`src/rtl/pc_seq_pkg.sv`:
```
// Shared types for the PC sequencer: FSM states and redirect kinds.
// Redirect kind codes double as priorities, so a larger code always wins.
package pc_seq_pkg;

  typedef enum logic {
    IDLE = 1'b0,
    RUN  = 1'b1
  } state_e;

  typedef enum logic [2:0] {
    NONE   = 3'd0,
    BRANCH = 3'd1,
    JUMP   = 3'd2,
    ERET   = 3'd3,
    IRQ    = 3'd4
  } kind_e;

endpackage

```
`src/rtl/pc_sequencer_if.sv`:
```
// Fetch handshake, redirect requests and interrupt status between the
// sequencer (master) and the rest of the core (slave).
interface pc_sequencer_if #(
  parameter int unsigned WIDTH = 32
);
  logic             en;
  logic             stall;
  logic             fetch_ready;
  logic [WIDTH-1:0] pc;
  logic             pc_valid;
  logic             branch_req;
  logic [WIDTH-1:0] branch_target;
  logic             jump_req;
  logic [WIDTH-1:0] jump_target;
  logic             irq_req;
  logic             eret_req;
  logic             irq_ack;
  logic [WIDTH-1:0] epc;
  logic             in_isr;

  modport master (
    input  en, stall, fetch_ready,
    input  branch_req, branch_target, jump_req, jump_target,
    input  irq_req, eret_req,
    output pc, pc_valid, irq_ack, epc, in_isr
  );

  modport slave (
    output en, stall, fetch_ready,
    output branch_req, branch_target, jump_req, jump_target,
    output irq_req, eret_req,
    input  pc, pc_valid, irq_ack, epc, in_isr
  );
endinterface

```
`src/rtl/pc_sequencer_pc_reg.sv`:
```
// Loadable PC register; asynchronous active-low reset to RESET_VEC.
module pc_reg #(
  parameter int unsigned      WIDTH     = 32,
  parameter logic [WIDTH-1:0] RESET_VEC = 32'h0000_3000
) (
  input  logic             clk_i,
  input  logic             rst_ni,
  input  logic             ld_i,
  input  logic [WIDTH-1:0] d_i,
  output logic [WIDTH-1:0] q_o
);

  logic [WIDTH-1:0] pc_q;

  always_ff @(posedge clk_i or negedge rst_ni) begin
    if (!rst_ni) begin
      pc_q <= RESET_VEC;
    end else if (ld_i) begin
      pc_q <= d_i;
    end
  end

  assign q_o = pc_q;

endmodule

```
`src/rtl/pc_sequencer.sv`:
```
// Owns the PC: presents it to fetch, advances it sequentially and applies
// prioritised redirects, buffering one redirect while the PC cannot advance.
module pc_sequencer
  import pc_seq_pkg::*;
#(
  parameter int unsigned      WIDTH     = 32,
  parameter logic [WIDTH-1:0] RESET_VEC = 32'h0000_3000,
  parameter int unsigned      STEP      = 4,
  parameter logic [WIDTH-1:0] IRQ_VEC   = 32'h0000_4180
) (
  input  logic             CLK,
  input  logic             RST_n,
  pc_sequencer_if.master   bus_io
);

  state_e           state_q, state_d;
  kind_e            pend_kind_q, pend_kind_d;
  logic [WIDTH-1:0] pend_dat_q, pend_dat_d;
  logic [WIDTH-1:0] epc_q, epc_d;
  logic             isr_q, isr_d;
  logic             ack_q, ack_d;

  logic [WIDTH-1:0] pc_cur, pc_inc, pc_nxt;
  logic             advance;
  kind_e            live_kind, win_kind;
  logic [WIDTH-1:0] live_tgt, win_dat;
  logic             use_live;

  assign pc_inc  = pc_cur + WIDTH'(STEP);
  assign advance = (state_q == RUN) && bus_io.fetch_ready && !bus_io.stall;

  always_comb begin
    state_d = state_q;
    case (state_q)
      IDLE:    if (bus_io.en)  state_d = RUN;
      RUN:     if (!bus_io.en) state_d = IDLE;
      default: state_d = IDLE;
    endcase
  end

  // Later assignments override earlier ones, so this encodes the priority order.
  always_comb begin
    live_kind = NONE;
    live_tgt  = '0;
    if (bus_io.branch_req) begin
      live_kind = BRANCH;
      live_tgt  = bus_io.branch_target;
    end
    if (bus_io.jump_req) begin
      live_kind = JUMP;
      live_tgt  = bus_io.jump_target;
    end
    if (bus_io.eret_req && isr_q) begin
      live_kind = ERET;
      live_tgt  = epc_q;
    end
    if (bus_io.irq_req && !isr_q) begin
      live_kind = IRQ;
      live_tgt  = IRQ_VEC;
    end
  end

  // On a tie the live request wins; a pending IRQ keeps its return PC in pend_dat.
  assign use_live = (live_kind != NONE) && (live_kind >= pend_kind_q);
  assign win_kind = use_live ? live_kind : pend_kind_q;
  assign win_dat  = use_live ? live_tgt  : pend_dat_q;

  always_comb begin
    pc_nxt      = pc_inc;
    pend_kind_d = pend_kind_q;
    pend_dat_d  = pend_dat_q;
    epc_d       = epc_q;
    isr_d       = isr_q;
    ack_d       = 1'b0;
    if (advance) begin
      pend_kind_d = NONE;
      case (win_kind)
        IRQ: begin
          pc_nxt = IRQ_VEC;
          epc_d  = use_live ? pc_inc : pend_dat_q;
          isr_d  = 1'b1;
          ack_d  = 1'b1;
        end
        ERET: begin
          pc_nxt = epc_q;
          isr_d  = 1'b0;
        end
        JUMP, BRANCH: pc_nxt = win_dat;
        default:      pc_nxt = pc_inc;
      endcase
    end else if (live_kind > pend_kind_q) begin
      pend_kind_d = live_kind;
      pend_dat_d  = (live_kind == IRQ) ? pc_inc : live_tgt;
    end
  end

  always_ff @(posedge CLK or negedge RST_n) begin
    if (!RST_n) begin
      state_q     <= IDLE;
      pend_kind_q <= NONE;
      pend_dat_q  <= '0;
      epc_q       <= '0;
      isr_q       <= 1'b0;
      ack_q       <= 1'b0;
    end else begin
      state_q     <= state_d;
      pend_kind_q <= pend_kind_d;
      pend_dat_q  <= pend_dat_d;
      epc_q       <= epc_d;
      isr_q       <= isr_d;
      ack_q       <= ack_d;
    end
  end

  pc_reg #(
    .WIDTH    (WIDTH),
    .RESET_VEC(RESET_VEC)
  ) u_pc_reg (
    .clk_i (CLK),
    .rst_ni(RST_n),
    .ld_i  (advance),
    .d_i   (pc_nxt),
    .q_o   (pc_cur)
  );

  assign bus_io.pc       = pc_cur;
  assign bus_io.pc_valid = (state_q == RUN);
  assign bus_io.irq_ack  = ack_q;
  assign bus_io.epc      = epc_q;
  assign bus_io.in_isr   = isr_q;

endmodule

```
`src/flat_wrapper.sv`:
```
// flat-port wrapper written by rule: the top's interface ports become plain ports
module pc_sequencer_flat import pc_seq_pkg::*;
#(
  parameter int unsigned      WIDTH     = 32,
  parameter logic [WIDTH-1:0] RESET_VEC = 32'h0000_3000,
  parameter int unsigned      STEP      = 4,
  parameter logic [WIDTH-1:0] IRQ_VEC   = 32'h0000_4180
)
  (CLK, RST_n, bus_io_en, bus_io_stall, bus_io_fetch_ready, bus_io_branch_req, bus_io_branch_target, bus_io_jump_req, bus_io_jump_target, bus_io_irq_req, bus_io_eret_req, bus_io_pc, bus_io_pc_valid, bus_io_irq_ack, bus_io_epc, bus_io_in_isr);
  pc_sequencer_if #(.WIDTH(WIDTH)) bus_io_i ();
  input  logic CLK;
  input  logic RST_n;
  input wire logic [$bits(bus_io_i.en)-1:0] bus_io_en;
  input wire logic [$bits(bus_io_i.stall)-1:0] bus_io_stall;
  input wire logic [$bits(bus_io_i.fetch_ready)-1:0] bus_io_fetch_ready;
  input wire logic [$bits(bus_io_i.branch_req)-1:0] bus_io_branch_req;
  input wire logic [$bits(bus_io_i.branch_target)-1:0] bus_io_branch_target;
  input wire logic [$bits(bus_io_i.jump_req)-1:0] bus_io_jump_req;
  input wire logic [$bits(bus_io_i.jump_target)-1:0] bus_io_jump_target;
  input wire logic [$bits(bus_io_i.irq_req)-1:0] bus_io_irq_req;
  input wire logic [$bits(bus_io_i.eret_req)-1:0] bus_io_eret_req;
  output wire logic [$bits(bus_io_i.pc)-1:0] bus_io_pc;
  output wire logic [$bits(bus_io_i.pc_valid)-1:0] bus_io_pc_valid;
  output wire logic [$bits(bus_io_i.irq_ack)-1:0] bus_io_irq_ack;
  output wire logic [$bits(bus_io_i.epc)-1:0] bus_io_epc;
  output wire logic [$bits(bus_io_i.in_isr)-1:0] bus_io_in_isr;
  assign bus_io_i.en = bus_io_en;
  assign bus_io_i.stall = bus_io_stall;
  assign bus_io_i.fetch_ready = bus_io_fetch_ready;
  assign bus_io_i.branch_req = bus_io_branch_req;
  assign bus_io_i.branch_target = bus_io_branch_target;
  assign bus_io_i.jump_req = bus_io_jump_req;
  assign bus_io_i.jump_target = bus_io_jump_target;
  assign bus_io_i.irq_req = bus_io_irq_req;
  assign bus_io_i.eret_req = bus_io_eret_req;
  assign bus_io_pc = bus_io_i.pc;
  assign bus_io_pc_valid = bus_io_i.pc_valid;
  assign bus_io_irq_ack = bus_io_i.irq_ack;
  assign bus_io_epc = bus_io_i.epc;
  assign bus_io_in_isr = bus_io_i.in_isr;
  pc_sequencer #(.WIDTH(WIDTH), .RESET_VEC(RESET_VEC), .STEP(STEP), .IRQ_VEC(IRQ_VEC)) u_core (.CLK(CLK), .RST_n(RST_n), .bus_io(bus_io_i));
endmodule
```
`config.mk`:
```
export PLATFORM = sky130hd
export DESIGN_NAME = pc_sequencer_flat
export DESIGN_NICKNAME = d
export VERILOG_FILES = /design/src/rtl/pc_seq_pkg.sv /design/src/rtl/pc_sequencer_if.sv /design/src/rtl/pc_sequencer_pc_reg.sv /design/src/rtl/pc_sequencer.sv /design/src/flat_wrapper.sv
export SDC_FILE = /design/constraint.sdc
export NUM_CORES = 1
export LEC_CHECK = 0
export CORE_UTILIZATION = 40
export CTS_CLUSTER_SIZE = 16
export DETAILED_ROUTE_END_ITERATION = 8
export GPL_TIMING_DRIVEN = 0
export PLACE_DENSITY = 0.65
export SYNTH_ARGS = -nofsm -noshare
export SYNTH_HDL_FRONTEND = slang
export SYNTH_SLANG_ARGS = --single-unit
```
`constraint.sdc`:
```
create_clock -name CLK -period 4.7 [get_ports CLK]
set_input_delay 1.175 -clock CLK [delete_from_list [all_inputs] [get_ports CLK]]
set_output_delay 1.175 -clock CLK [all_outputs]
set_load 0.05 [all_outputs]
```
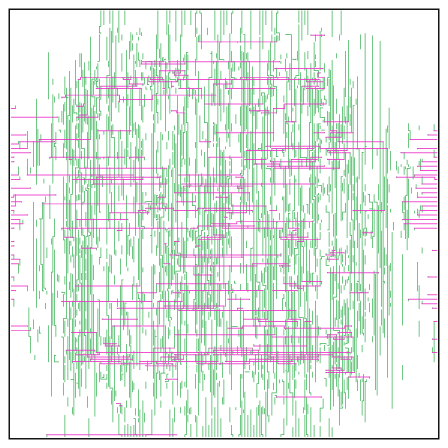
Figure 1: run 1, wiring by layer.
Two of the layers only.
[met3] magenta | wire length: 2500 um
[met2] green | wire length: 11700 um
Total Routed Length: 26.2 mm
Overall Global Routing Usage: 30.6%
Vias: 7292
Avg WL per Cell: 21.7 um

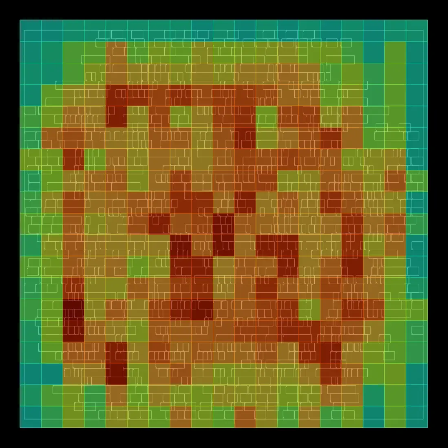
Figure 2: run 1, routing congestion.
met2 Usage GRT: 47.3%
met3 usage: 5.21%

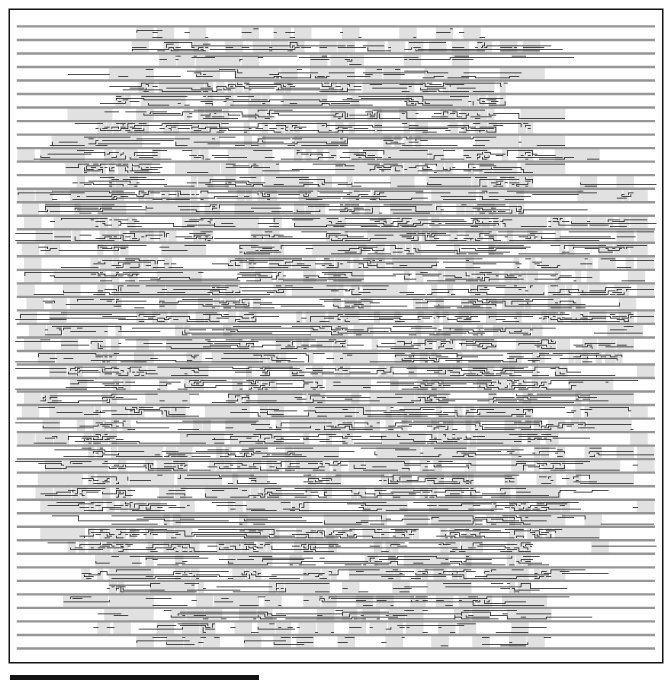
Figure 3: run 1, met1 routing.
The bar under the picture is 50 um long. Supply wires on this layer in grey.
nets with wire on the layer: 971
main direction: horizontal
longest straight run: 62.1 um
met1 GRT Util: 43.7%

==> flow_summary.json, run 1 <==
{
  "finalCriticalPeriod_ps": 4560,
  "port_buffers": 138,
  "fin_crit_sh_pct": 97.0,
  "synth-edff-count": 0,
  "worstPathMaxFanout": 10,
  "dr.first_iter.drc_count": 1033,
  "dp_slack_ps": -938,
  "dpl_cell_area_um2": 8350,
  "stdcell_count": 1211,
  "ys_async_sr_fraction_pct": 100,
  "cp.required_ps": 4970,
  "power-top-group": "combinational cells",
  "clkbuf_count": 15,
  "fmax_mhz": 219,
  "ys.warnings.count": 0,
  "slowest_delay_ps": 810,
  "wl_met3_mm": 2.50,
  "leakagePower_nw": 3.54,
  "seq-power_mw": 1.72,
  "rsz0062_at_grt": "no",
  "comb.multi_input.count": 651,
  "lay_top_count": "clkdlybuf4s50_1",
  "combGateArea_um2": 3740,
  "clock_path_buffers": 2,
  "nets": 1068,
  "synth.most_common_cell": "nand2_1",
  "numCtsBuffers": 9,
  "routed.top_layer": "met4",
  "clk_pin_slew_ps": 70,
  "antenna_found_initial": 0,
  "clkSinkCount": 102,
  "grt_pass1_vias": 6918,
  "postLayoutSetupSlackWorst_ps": 140,
  "ys_cells": 839,
  "crit_chain": "clkdlybuf4s50_1 > nor2b_1 > clkbuf_1 > clkbuf_4 > a21oi_1 > o21bai_1 > ha_1 > nor2b_1 > o21a_1 > nor2_4 > o211ai_1 > nor2b_1 > a221oi_2",
  "slowest_stage": "o211ai_1",
  "layout_top_cells": "clkdlybuf4s50_1, nand2_1, a21oi_1",
  "design_area_um2": 8680,
  "switching_share_pct": 53.9,
  "intPower_mw": 3.03,
  "top_area_share_pct": 37.5,
  "post_cts_buffers": 0,
  "vdd_drop_max_uv": 370,
  "syn_avg_cell_area_um2": 7.95,
  "syn_to_final_growth_pct": 30.1,
  "inverters_excl_clock": 11,
  "wl_met1_mm": 11.5,
  "biggestCellCategory": "combinational gates",
  "pwr-share-clk_pct": 11.5,
  "hold_slack_ps": 484,
  "die_area_um2": 17200,
  "comb_area_share_pct": 43.1,
  "skew_ps": 6.52,
  "drt_first_pass_iters": 5,
  "synth.top_cells.by_count": "nand2_1, a21oi_1, dfrtp_1, o21ai_0, nor2_1",
  "drv_cap": 0,
  "utilization_pct": 54.1,
  "power_mw": 6.58,
  "p_comb_mw": 4.10,
  "crit_arrival_ps": 4830,
  "fp_util_pct": 41.5,
  "grt_pass1_wl_mm": 40.5,
  "yosys.stat.seqShare_pct": 38.3,
  "grt_busiest_layer": "met2",
  "maxSlewViolCount": 0,
  "finalSetupTns_ps": 0,
  "synthCells": 839,
  "grt.overflow.total": 0,
  "core_um2": 16100,
  "crit_family": "AND-OR/OR-AND gates",
  "tap_cells": 216,
  "seq_area_share_pct": 29.4,
  "flop-count": 102,
  "cts_hold_buf": 0,
  "status": "completed",
  "drive_gt1_share_pct": 6.73,
  "largest_area_cell": "dfrtp_1",
  "ctsRootBufferMaster": "clkbuf_16",
  "post-route-drc-count": 0,
  "gp_congestion": 0.922,
  "hold_viol": 0,
  "wl_met2_mm": 11.7,
  "crit_buf_inv": 3,
  "relSlewSlack_pct": 32.6,
  "setup_viol": 0,
  "crit_type": "in -> reg",
  "grt_max_degree": 62,
  "power.switching_mw": 3.54,
  "via_per_inst": 6.02,
  "cts_tree": "built",
  "comb_power_share_pct": 62.3,
  "route.antenna.remaining_nets": 0,
  "row_count": 46,
  "synth_flops": 102,
  "cts_resized": 6,
  "hpwl_mm": 18.6,
  "yosys-stat-area_um2": 6670,
  "warnings": 26,
  "seq_area_um2": 2550
}
[run 1: path summary, 6_finish.rpt]
path,startpoint,end,slack (ps),depth (start not counted)
setup reg to reg,u_core.bus_io.in_isr,u_core.u_pc_reg.q_o[8],970,12
min in group asynchronous,RST_n,u_core.u_pc_reg.q_o[9],820,1
hold / removal,u_core.pend_dat_q[5],u_core.pend_dat_q[5],480,2
max in group asynchronous,RST_n,u_core.u_pc_reg.q_o[12],3150,2
setup / recovery,bus_io_branch_req,u_core.u_pc_reg.q_o[8],140,13
hold reg to reg,u_core.pend_dat_q[5],u_core.pend_dat_q[5],480,2
[run 1: logic make-up after synthesis]
kind of cell | synth area share [%]
buf+inv | 5.72
compound gates | 30.8
mux | 2.29
simple gates | 18.5
xor+xnor | 3.68
flops | 38.3
fa+ha+maj | 0.750
## Run 2: what changed since run 1
SLEW_MARGIN = 25   (was unset)
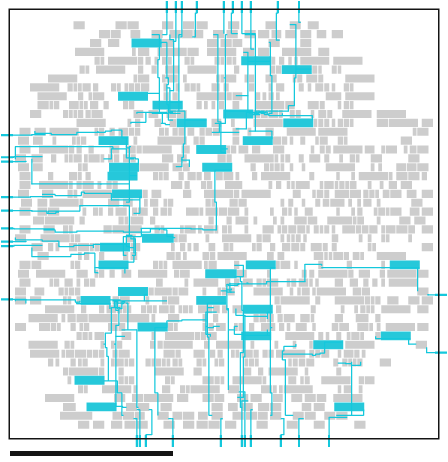
Figure 4: run 2, wires at chosen ports, followed through buffers.
The bar under the picture is 50 um long.
[`bus_io_pc`] cyan | bits: 32 | direction: output | edge: 11 bottom, 10 top, 9 left, 2 right | end cells: 32 | wire: 1870 um
input/output buffers: 138
I/O pin cnt: 140

==> flow_summary.json, run 2 <==
{
  "mux_area_share_pct": 2.29,
  "netlist_area_um2": 6670,
  "die_area_um2": 17200,
  "dpl_cell_area_um2": 8350,
  "p_comb_mw": 4.09,
  "postLayoutSetupSlackWorst_ps": 181,
  "cp_num_cells": 15,
  "die_h_um": 131,
  "holdPathStages": 2,
  "ys_sh_adder_pct": 0.750,
  "pwr-share-seq_pct": 26.4,
  "ys_types": 56,
  "ys_async_sr_fraction_pct": 100,
  "cp-start-kind": "primary input",
  "gp_congestion": 0.922,
  "status": "completed",
  "layout_top_cells": "clkdlybuf4s50_1, nand2_1, a21oi_1",
  "synth_flops": 102,
  "grt_pass1_vias": 6919,
  "numCtsBuffers": 9,
  "area_leaders": "dfrtp_1, a21oi_1, nand2_1, o21ai_0, nor2_1",
  "synthXorXnorAreaFrac_pct": 3.68,
  "syn_to_final_growth_pct": 29.8,
  "rr_worst_depth": 13,
  "drv_cap": 0,
  "crit_family": "buffers and inverters",
  "dp_slack_ps": -965,
  "netlist_logic_family_top": "AND-OR/OR-AND gates",
  "relSlewSlack_pct": 42.1,
  "clock_latency_ps": 360,
  "yosys.stat.seqShare_pct": 38.3,
  "grt.overflow.total": 0,
  "wl_met1_mm": 11.6,
  "setup_viol": 0,
  "crit_start": "bus_io_branch_req",
  "ys_sh_simple_pct": 18.5,
  "slowest_delay_ps": 480,
  "leakagePower_nw": 3.53,
  "dr.first_iter.drc_count": 917,
  "p_clk_mw": 0.722,
  "min_from": "u_core.pend_dat_q[16]",
  "drt_first_pass_iters": 6,
  "hpwl_mm": 18.6,
  "warnings": 26,
  "pwr-share-clk_pct": 11.0,
  "rsz0062_at_grt": "no",
  "via_per_inst": 6.01,
  "skew_ps": 6.58,
  "vdd_drop_max_uv": 421,
  "fin_crit_sh_pct": 96.1,
  "worstPathMaxFanout": 10,
  "dp.cells": 1194,
  "rr_startpoint": "u_core.bus_io.in_isr",
  "grt_max_degree": 69,
  "finalCriticalPeriod_ps": 4520,
  "clk_pin_slew_ps": 70,
  "power_mw": 6.54,
  "ys_cells": 839,
  "finalSetupTns_ps": 0,
  "seq-power_mw": 1.73,
  "cp.required_ps": 4900,
  "synth.most_common_cell": "nand2_1",
  "crit_buf_inv": 5,
  "routed.top_layer": "met4",
  "wl_met3_mm": 2.34,
  "synth-edff-count": 0,
  "clkSinkCount": 102,
  "fmax_mhz": 221,
  "power-top-group": "combinational cells",
  "antenna_cells": 0,
  "route.antenna.remaining_nets": 0,
  "fp_util_pct": 41.5,
  "worst_hold_path.endpoint": "u_core.pend_dat_q[16]",
  "nets": 1067,
  "grt_pass1_wl_mm": 40.4,
  "antenna_found_initial": 0,
  "yosys-stat-area_um2": 6670,
  "wl_per_cell_um": 21.7,
  "ctsRootBufferMaster": "clkbuf_16",
  "synthCells": 839,
  "globalRouteMet2Util_pct": 47.7,
  "flop_cell": "dfrtp_1",
  "stdcell_count": 1211,
  "crit_type": "in -> reg",
  "design_area_um2": 8660,
  "ys.warnings.count": 0,
  "comb_power_share_pct": 62.6,
  "power.switching_mw": 3.55,
  "wl_met2_mm": 11.8,
  "maxSlewViolCount": 0,
  "clock_path_buffers": 2,
  "cts_hold_buf": 0,
  "crit_chain": "clkdlybuf4s50_1 > nor2b_1 > clkbuf_1 > clkbuf_4 > a21oi_1 > o21bai_1 > ha_1 > nor2b_1 > o21a_2 > o211ai_4 > and2_1 > buf_6 > buf_6 > mux2i_1 > a31oi_1",
  "r2r_end": "u_core.u_pc_reg.q_o[12]",
  "worstSetupEndpointType": "register",
  "p_per_area_nw_per_um2": 755,
  "grt_usage_pct": 30.5,
  "switching_share_pct": 54.2,
  "use_met3_pct": 5.05,
  "drive_gt1_share_pct": 6.83,
  "post-route-drc-count": 0,
  "crit_arrival_ps": 4720,
  "cts_tree": "built",
  "grt_busiest_layer": "met2",
  "top_area_share_pct": 37.5,
  "die_w_um": 131,
  "core_um2": 16100,
  "intPower_mw": 2.99,
  "ys_sh_aoi_pct": 30.8,
  "final.fill_count": 1530,
  "hold_viol": 0,
  "largest_area_cell": "dfrtp_1",
  "slowest_stage": "clkdlybuf4s50_1",
  "utilization_pct": 53.9,
  "syn_avg_cell_area_um2": 7.95,
  "rrSetupSlack_ps": 1090,
  "h-tree-depth": 3,
  "min_path_type": "reg -> reg",
  "row_count": 46,
  "tightestPinTransition_ps": 861,
  "synth.top_cells.by_count": "nand2_1, a21oi_1, dfrtp_1, o21ai_0, nor2_1",
  "fp_nets": 916,
  "lay_top_count": "clkdlybuf4s50_1",
  "cp-endpoint": "u_core.u_pc_reg.q_o[2]",
  "hold_slack_ps": 485
}
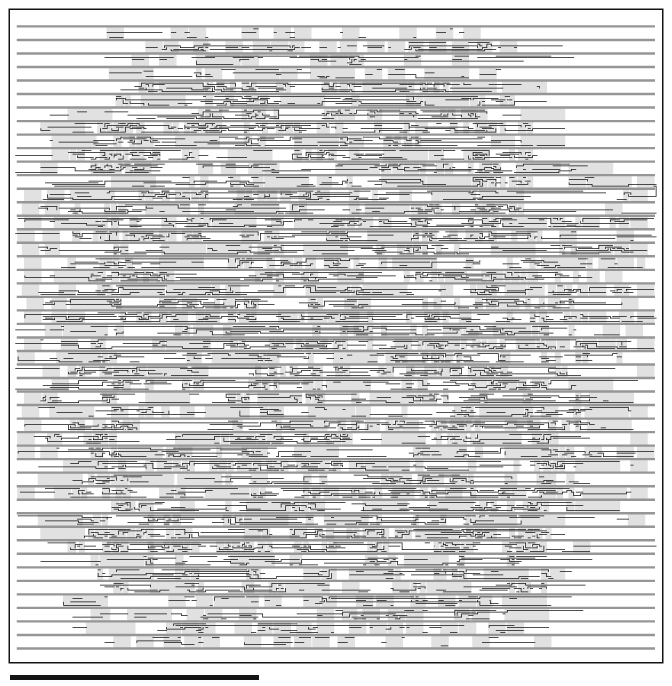
Figure 5: run 2, met1 routing.
The bar under the picture is 50 um long. Supply wires on this layer in grey.
main direction: horizontal
longest straight run: 84.2 um
share of all routed wire: 44%
Vias: 7284
met1 GRT Util: 43.7%
Total Routed Length: 26.2 mm

-- run 2: cell counts after synthesis --
No cell type changed its count.
-- run 2: what timing repair did --
item | 4_1_cts | 5_1_grt
pin swaps | 0 | 1
setup endpoints to repair | 65 | 65
gates resized | 8 | 21
buffers inserted | 0 | 2
-- run 2: final cells by class --
| cell class | count | area (um2) | area share [%] |
|---|---|---|---|
| inverters | 11 | 41.3 | 0.477 |
| multi-input cells | 651 | 3740 | 43.2 |
| repair buffers | 141 | 1430 | 16.5 |
| clock buffers | 12 | 246 | 2.85 |
| plain buffers | 74 | 360 | 4.16 |
| clock inverters | 4 | 22.5 | 0.260 |
| well taps | 216 | 270 | 3.12 |
| flip-flops and latches | 102 | 2550 | 29.5 |
## Run 3: what changed since run 2
PLACE_DENSITY = unset   (was 0.65)
SYNTH_HIERARCHICAL = 1   (was unset)
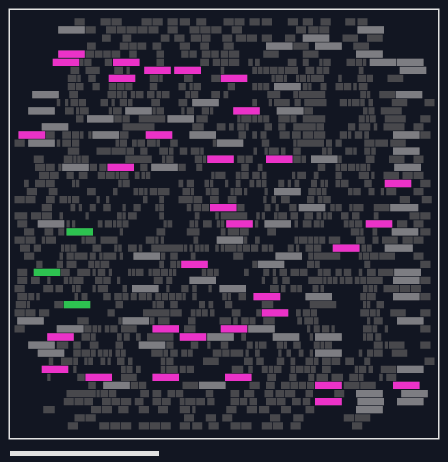
Figure 6: run 3, where the registers sit.
The bar under the picture is 50 um long.
[`u_core/bus_io.epc`] magenta | flops: 32 | where: spread over the die
[`u_core/pend_kind_q`] green | flops: 3
not coloured: 67
Seq area share: 25.0%
final core utilization: 51.9%
Storage cell area: 2550 um2
seq pwr: 1.84 mW

==> flow_summary.json, run 3 <==
{
  "grt_pass1_wl_mm": 51.4,
  "use_met1_pct": 47.5,
  "die_w_um": 144,
  "inverters_excl_clock": 43,
  "ys_cells": 910,
  "design_area_um2": 10200,
  "fmax_mhz": 219,
  "synth.most_common_cell": "dfrtp_1",
  "port_buffers": 138,
  "comb_area_share_pct": 47.9,
  "drive_gt1_share_pct": 13.5,
  "p_per_area_nw_per_um2": 811,
  "core_um2": 19700,
  "p_comb_mw": 5.58,
  "comb_power_share_pct": 67.4,
  "p_clk_mw": 0.857,
  "wl_per_cell_um": 26.2,
  "gp_congestion": 0.978,
  "fin_crit_sh_pct": 97.1,
  "h-tree-depth": 3,
  "power_mw": 8.28,
  "synth-edff-count": 0,
  "finalSetupTns_ps": 0,
  "min_from": "u_core/pend_dat_q[9]",
  "slowest_delay_ps": 620,
  "grt.overflow.total": 0,
  "status": "completed",
  "power.switching_mw": 4.52,
  "drv_cap": 0,
  "grt_max_degree": 61,
  "yosys.stat.seqShare_pct": 31.6,
  "globalRouteMet2Util_pct": 51.1,
  "ys_async_sr_fraction_pct": 100,
  "layout_top_cells": "clkdlybuf4s50_1, dfrtp_1, o211ai_1",
  "syn_avg_cell_area_um2": 8.87,
  "cp_num_cells": 13,
  "ys_sh_simple_pct": 18.7,
  "dr.first_iter.drc_count": 1248,
  "drt_wl_total_mm": 34.8,
  "yosys-stat-area_um2": 8080,
  "biggestCellCategory": "combinational gates",
  "netlist_area_um2": 8080,
  "nets": 1137,
  "wl_met2_mm": 15.0,
  "warnings": 26,
  "combGateArea_um2": 4890,
  "dp.cells": 1314,
  "clkSinkCount": 102,
  "post_cts_buffers": 0,
  "ys.warnings.count": 6,
  "antenna_cells": 0,
  "area_leaders": "dfrtp_1, o211ai_1, mux2_4, a31oi_1, and3b_1",
  "worstSetupEndpointType": "register",
  "hpwl_mm": 25.9,
  "die_h_um": 144,
  "fp_util_pct": 41.1,
  "flop_cell": "dfrtp_1",
  "ys_sh_aoi_pct": 30.4,
  "drt_first_pass_iters": 5,
  "tightestPinTransition_ps": 948,
  "skew_ps": 9.75,
  "synth_flops": 102,
  "postLayoutSetupSlackWorst_ps": 136,
  "top_area_share_pct": 31.0,
  "mux_area_share_pct": 9.20,
  "worst_hold_path.endpoint": "u_core/pend_dat_q[9]",
  "largest_area_cell": "dfrtp_1",
  "n_all_buffers": 230,
  "holdPathStages": 2,
  "antenna_found_initial": 0,
  "grt_busiest_layer": "met2",
  "cp.required_ps": 5000,
  "vdd_drop_max_uv": 315,
  "post-route-drc-count": 0,
  "crit_buf_inv": 5,
  "ys_types": 66,
  "netlist_logic_family_top": "AND-OR/OR-AND gates",
  "rr_startpoint": "u_core/bus_io.in_isr",
  "routed.top_layer": "met4",
  "stdcell_count": 1330,
  "grt_pass1_vias": 8116,
  "grt_usage_pct": 34.1,
  "clk_pin_slew_ps": 80,
  "clock_cell_area_share_pct": 3.17,
  "worstPathMaxFanout": 10,
  "ctsRootBufferMaster": "clkbuf_16",
  "fp_nets": 987,
  "crit_arrival_ps": 4860,
  "crit_family": "buffers and inverters",
  "crit_type": "in -> reg",
  "rr_worst_depth": 12,
  "via_per_inst": 6.46,
  "wl_met1_mm": 15.1,
  "pwr-share-seq_pct": 22.3,
  "rsz0062_at_grt": "no",
  "cts_resized": 19,
  "dp_slack_ps": -1320,
  "tap_cells": 265,
  "cts_tree": "built",
  "wl_met3_mm": 3.68,
  "power-top-group": "combinational cells",
  "min_path_type": "reg -> reg",
  "pin_count": 140,
  "clock_latency_ps": 360,
  "synthCells": 910,
  "syn_to_final_growth_pct": 26.4,
  "route.antenna.remaining_nets": 0,
  "ys_sh_adder_pct": 0.620,
  "route.vias.total": 8598,
  "buf_share_pct": 19.0,
  "numCtsBuffers": 9,
  "die_area_um2": 20800,
  "clock_path_buffers": 2,
  "rrSetupSlack_ps": 580,
  "maxSlewViolCount": 0,
  "use_met3_pct": 7.85,
  "slowest_stage": "clkbuf_1",
  "crit_chain": "clkdlybuf4s50_1 > nand2b_1 > inv_2 > clkbuf_4 > clkbuf_4 > ha_1 > nand2_1 > o21a_2 > o21ai_1 > clkbuf_1 > a21oi_1 > a31oi_1 > mux2_4",
  "worst_path_most_repeated_cell": "clkbuf_4",
  "pwr-share-clk_pct": 10.4,
  "finalCriticalPeriod_ps": 4560,
  "hold_viol": 0,
  "cts_hold_buf": 0,
  "synthXorXnorAreaFrac_pct": 1.30,
  "comb.multi_input.count": 674
}
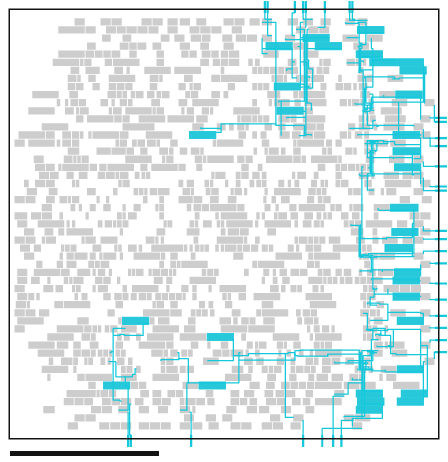
Figure 7: run 3, wires at chosen ports, followed through buffers.
The bar under the picture is 50 um long.
[`bus_io_pc`] cyan | bits: 32 | direction: output | edge: 17 right, 8 top, 7 bottom | end cells: 32 | wire: 1860 um

run 3: cell count changes after synthesis, moves of 32 or more:
| cell | change |
|---|---|
| nor2_1 | -41 |
| a21oi_1 | -79 |
| o21ai_0 | -43 |
| a31oi_1 | +43 |
| o211ai_1 | +63 |
| nand2_1 | -84 |
| nor3_1 | +33 |
| nand3b_1 | +32 |
run 3: worst max-delay path by stage:
stage,startpoint,to
3_5_place_dp,bus_io_irq_req,u_core/u_pc_reg/q_o[28]
4_1_cts,bus_io_branch_req,u_core/u_pc_reg/q_o[28]
2_1_floorplan,bus_io_eret_req,u_core/u_pc_reg/q_o[27]
3_3_place_gp,RST_n,u_core/u_pc_reg/q_o[23]
6_report,bus_io_irq_req,u_core/u_pc_reg/q_o[4]
5_1_grt,bus_io_jump_req,u_core/u_pc_reg/q_o[28]
No activity file was given, so power comes from the tool's default toggle rates.
